**Met2 routing**

Scale: 3 px per um.
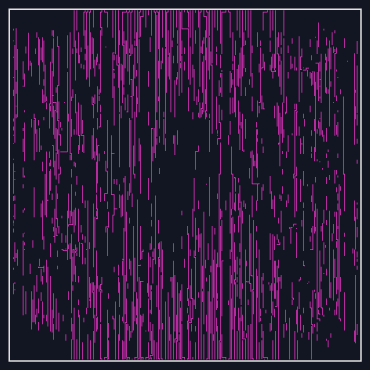
**Power grid**

Scale: 3 px per um. Pins as bars on the die edge.
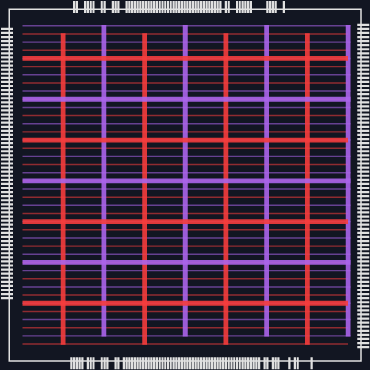
**Sequential cells coloured by netlist name**

Scale: 3 px per um. Other sequential cells in the stronger grey, the rest of the logic in the fainter grey.
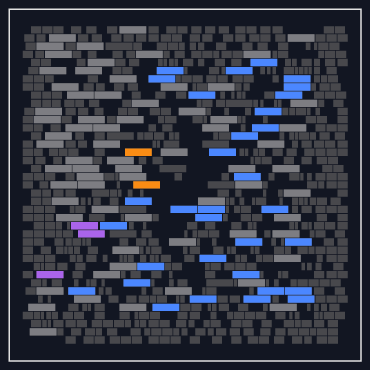
**Cell density map**

Scale: 3 px per um. The die is cut into 12 by 12 equal tiles; black is low, pale yellow is high, 0 to 100% covered.
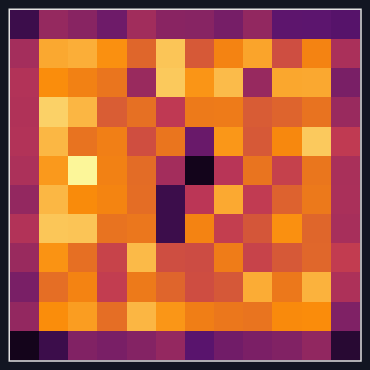
==> src/rtl/dmem_arbiter.sv <==
// Two-requester data-memory arbiter: IDLE samples, ACCESS drives memory and pulses gnt, RESP pulses rvalid.
// Define DMEM_ARB_ROUND_ROBIN_EN for round-robin tie-breaking; otherwise requester 0 wins every tie.
module dmem_arbiter #(
  parameter int BIT_WIDTH = 32
) (
  input  logic                 clock,
  input  logic                 reset,
  input  logic                 req_0,
  input  logic                 req_1,
  input  logic                 we_0,
  input  logic                 we_1,
  input  logic [2:0]           funct3_0,
  input  logic [2:0]           funct3_1,
  input  logic [BIT_WIDTH-1:0] addr_0,
  input  logic [BIT_WIDTH-1:0] addr_1,
  input  logic [BIT_WIDTH-1:0] wdata_0,
  input  logic [BIT_WIDTH-1:0] wdata_1,
  output logic                 gnt_0,
  output logic                 gnt_1,
  output logic                 rvalid_0,
  output logic                 rvalid_1,
  output logic [BIT_WIDTH-1:0] rdata,
  output logic                 rerr,
  output logic                 mem_read,
  output logic                 mem_write,
  output logic [2:0]           mem_funct3,
  output logic [BIT_WIDTH-1:0] mem_addr,
  output logic [BIT_WIDTH-1:0] mem_wdata,
  input  logic [BIT_WIDTH-1:0] mem_rdata
);

  localparam logic [1:0] IDLE   = 2'd0;
  localparam logic [1:0] ACCESS = 2'd1;
  localparam logic [1:0] RESP   = 2'd2;

  logic [1:0]           state;
  logic                 winner;
  logic                 pick;
  logic                 txn_we;
  logic                 txn_fault;
  logic [2:0]           txn_funct3;
  logic [BIT_WIDTH-1:0] txn_addr;
  logic [BIT_WIDTH-1:0] txn_wdata;

  logic                 sel_we;
  logic [2:0]           sel_funct3;
  logic [BIT_WIDTH-1:0] sel_addr;
  logic [BIT_WIDTH-1:0] sel_wdata;
  logic                 in_access;

`ifdef DMEM_ARB_ROUND_ROBIN_EN
  logic last_gnt;

  // Reset to 1 so requester 0 wins the first tie.
  always_ff @(posedge clock or posedge reset) begin
    if (reset)
      last_gnt <= 1'b1;
    else if (state == IDLE && (req_0 || req_1))
      last_gnt <= pick;
  end

  assign pick = (req_0 && req_1) ? ~last_gnt : ~req_0;
`else
  assign pick = ~req_0;
`endif

  assign sel_we     = pick ? we_1     : we_0;
  assign sel_funct3 = pick ? funct3_1 : funct3_0;
  assign sel_addr   = pick ? addr_1   : addr_0;
  assign sel_wdata  = pick ? wdata_1  : wdata_0;

  function automatic logic is_fault(input logic we, input logic [2:0] f3, input logic [1:0] a);
    logic bad_op;
    logic misaligned;
    if (we)
      bad_op = (f3 != 3'b000) && (f3 != 3'b001) && (f3 != 3'b010);
    else
      bad_op = (f3 == 3'b011) || (f3[2:1] == 2'b11);
    misaligned = ((f3[1:0] == 2'b01) && a[0]) || ((f3 == 3'b010) && (a != 2'b00));
    return bad_op || misaligned;
  endfunction

  // Fault is decided at sampling time so ACCESS only has to gate the strobes.
  always_ff @(posedge clock or posedge reset) begin
    if (reset) begin
      state      <= IDLE;
      winner     <= 1'b0;
      txn_we     <= 1'b0;
      txn_fault  <= 1'b0;
      txn_funct3 <= '0;
      txn_addr   <= '0;
      txn_wdata  <= '0;
      rdata      <= '0;
      rerr       <= 1'b0;
    end else begin
      case (state)
        IDLE: begin
          if (req_0 || req_1) begin
            winner     <= pick;
            txn_we     <= sel_we;
            txn_funct3 <= sel_funct3;
            txn_addr   <= sel_addr;
            txn_wdata  <= sel_wdata;
            txn_fault  <= is_fault(sel_we, sel_funct3, sel_addr[1:0]);
            state      <= ACCESS;
          end
        end
        ACCESS: begin
          rdata <= (txn_we || txn_fault) ? '0 : mem_rdata;
          rerr  <= txn_fault;
          state <= RESP;
        end
        default: state <= IDLE;
      endcase
    end
  end

  assign in_access  = (state == ACCESS);
  assign gnt_0      = in_access && !winner;
  assign gnt_1      = in_access && winner;
  assign rvalid_0   = (state == RESP) && !winner;
  assign rvalid_1   = (state == RESP) && winner;
  assign mem_read   = in_access && !txn_fault && !txn_we;
  assign mem_write  = in_access && !txn_fault && txn_we;
  assign mem_funct3 = in_access ? txn_funct3 : 3'b000;
  assign mem_addr   = in_access ? txn_addr : '0;
  assign mem_wdata  = in_access ? txn_wdata : '0;

endmodule
==> config.mk <==
export PLATFORM = sky130hd
export DESIGN_NAME = dmem_arbiter
export DESIGN_NICKNAME = d
export VERILOG_FILES = /design/src/rtl/dmem_arbiter.sv
export SDC_FILE = /design/constraint.sdc
export NUM_CORES = 1
export LEC_CHECK = 0
export CAP_MARGIN = 20
export CORE_MARGIN = 4
export CORE_UTILIZATION = 42
export CTS_BUF_LIST = sky130_fd_sc_hd__clkbuf_4 sky130_fd_sc_hd__clkbuf_8 sky130_fd_sc_hd__clkbuf_16
export DETAILED_ROUTE_END_ITERATION = 10
export MAX_ROUTING_LAYER = met4
export PLACE_DENSITY_LB_ADDON = 0.1
export REMOVE_ABC_BUFFERS = 1
export SETUP_SLACK_MARGIN = 0.3
export SLEW_MARGIN = 20
export SYNTH_ARGS = -nofsm -noshare
export SYNTH_HDL_FRONTEND = slang
export SYNTH_SLANG_ARGS = --single-unit
==> constraint.sdc <==
create_clock -name clock -period 8.6 [get_ports clock]
set_input_delay 0.86 -clock clock [delete_from_list [all_inputs] [get_ports clock]]
set_output_delay 0.86 -clock clock [all_outputs]
set_load 0.005 [all_outputs]
==> out/results.ini <==
[status]
status=finished clean

[grt]
grt_start_max_net_pins=139
grt_pass1_wl_um=22300
grt_usage=0.217
grt_pass1_vias=4487
grt-ovfl-total=0

[worst_setup_path]
r2r_end=txn_fault
r2r_cells=4
r2r_slack_ns=6.60
startpoint_type=flop
slowest_stage=inv_2
reg2reg_from=state[0]
cp-end-kind=primary output
max_stage_delay_ns=0.74
cp_top_family=buffers and inverters
required_ns=7.74
crit_buf_inv=3

[timing]
setup_tns_ns=0
fmax_ghz=0.283
rsz0062_at_grt=no
tightestPinTransition_ns=0.953
finClkSkew_ns=0.00940
drv_slew=0

[worst_hold_path]
min_to=rerr
min_path_cells=2

[power_and_ir_drop]
power_density_nw_per_um2=292

[clock_tree]
cts_buffers=9
htreeDepth=3
hold_buffers=0
cts_resized=0
cts_setup_buffers=0
cts_root_buf=clkbuf_16

[synth]
ys_cells=471
ys_warn_count=0
synth.avg_cell_area_sq_um=10.6
ys_seq_elements=105

[detailed_routing]
wire_per_inst_um=16.8
ant_nets=0
vias=4366

[placed_design]
dp_hpwl_um=11100
io_buffers=277
globalplace.congestion=0.796

[layout]
fillers=862
final_common_cell=clkdlybuf4s50_1
drive_gt1_frac=0.0369
syn2layout_area_growth_pct=62.2

[die]
rows=39

## Picture notes: 'met2 routing'
- share of all routed wire: 50%
- wire length on this layer: 7380 um
- longest straight run: 48.6 um
- main direction: vertical
- nets with wire on the layer: 757

## Picture notes: 'power grid'
- purple: VDD
- red: VSS
- rows: 39
- met5 straps: 7
- signal pins: 278
Die W: 117 um
die height: 117 um
Max IR drop VDD: 164 uV
Core ar.: 11500 sq um

## Picture notes: 'sequential cells coloured by netlist name'
- blue: `txn_addr` (sequential cells 32)
- purple: `txn_funct3` (sequential cells 3)
- orange: `state` (sequential cells 2)
- not coloured: 68

## Picture notes: 'cell density map'
- fullest tile: 98%
- mean over tiles: 58%
- tiles over 75% full: 22%
- densest ninth of the die: middle left
Initial Utilization: 0.432
Final Util: 0.700

-- synth_stat cells --
master | count | area, sq um
inv_2 | 1 | 3.75
a22o_1 | 32 | 280
dfrtp_1 | 105 | 2630
o21a_1 | 1 | 7.51
and2_1 | 68 | 425
a211o_1 | 1 | 8.76
a221oi_1 | 1 | 8.76
and3b_1 | 1 | 8.76
clkbuf_1 | 9 | 33.8
nand2_1 | 3 | 11.3
buf_1 | 1 | 3.75
nor3b_1 | 2 | 15.0
nand2b_1 | 3 | 18.8
a21oi_1 | 71 | 355
mux2i_1 | 68 | 681
buf_2 | 17 | 85.1
nor3_4 | 1 | 16.3
inv_1 | 1 | 3.75
buf_4 | 10 | 75.1
nor2_1 | 71 | 267
mux2_4 | 1 | 15.0
nor4_1 | 2 | 12.5
or4_1 | 1 | 7.51
-- layout make-up --
cell class / instances / area [sq um] / share of cell area
clock buffers: 9 / 225 / 0.0279
clock inverters: 7 / 62.6 / 0.00776
inverters: 2 / 10.0 / 0.00124
multi-input cells: 327 / 2150 / 0.266
flip-flops and latches: 105 / 2630 / 0.326
well taps: 143 / 179 / 0.0222
repair buffers: 282 / 2810 / 0.349
-- worst reg2reg max path: stages (launching register included) --
cell	delay [ns]
dfrtp_1	0.41
nor2_1	0.21
o21a_4	0.16
buf_6	0.66
mux2_4	0.44
-- routing by layer --
metal / track usage / share of wire / wire, um / up-vias
met5: - / 0 / 0 / -
met4: 0.0765 / 0.021 / 305 / 0
met3: 0.0530 / 0.084 / 1240 / 19
met2: 0.364 / 0.50 / 7380 / 178
met1: 0.257 / 0.39 / 5780 / 2039
li1: - / - / - / 2130
-- cell families after synthesis --
kind of cell / count (synthesis) / synth area share
flops: 105 / 0.529
buf+inv: 39 / 0.0413
compound gates: 106 / 0.133
mux: 69 / 0.140
simple gates: 152 / 0.157
-- power breakdown --
part	internal, W	switching [W]	total [W]
clock network	0.000202	0.000190	0.000392
registers	0.000718	0.000120	0.000839
logic	0.000649	0.000477	0.00113
total	0.00157	0.000787	0.00236
-- sequential cells by signal, indices dropped and copies added (netlist names) --
name	flops
rdata	32
txn_addr	32
txn_wdata	32
txn_funct3	3
state	2
rerr	1
txn_fault	1
txn_we	1
winner	1
-- how the worst max path moves through the flow --
stage	end	slack, ns	cells after the start
CTS	mem_wdata[7]	5.02	5
detailed placement	mem_addr[16]	5.41	5
global placement	mem_wdata[12]	5.44	5
global route	mem_wdata[23]	4.86	5
finish	mem_wdata[7]	5.07	5
floorplan	txn_fault	4.95	2
-- stage by stage --
| stage | instances | hold slack (ns) |
|---|---|---|
| 3_3_place_gp | 859 | 0.461 |
| 3_5_place_dp | 859 | 0.465 |
| 2_1_floorplan | 434 | 0.470 |
| 5_1_grt | 875 | 0.516 |
| 4_1_cts | 875 | 0.491 |
| 6_report | 875 | 0.489 |
Power is estimated from default activity; no workload was simulated.
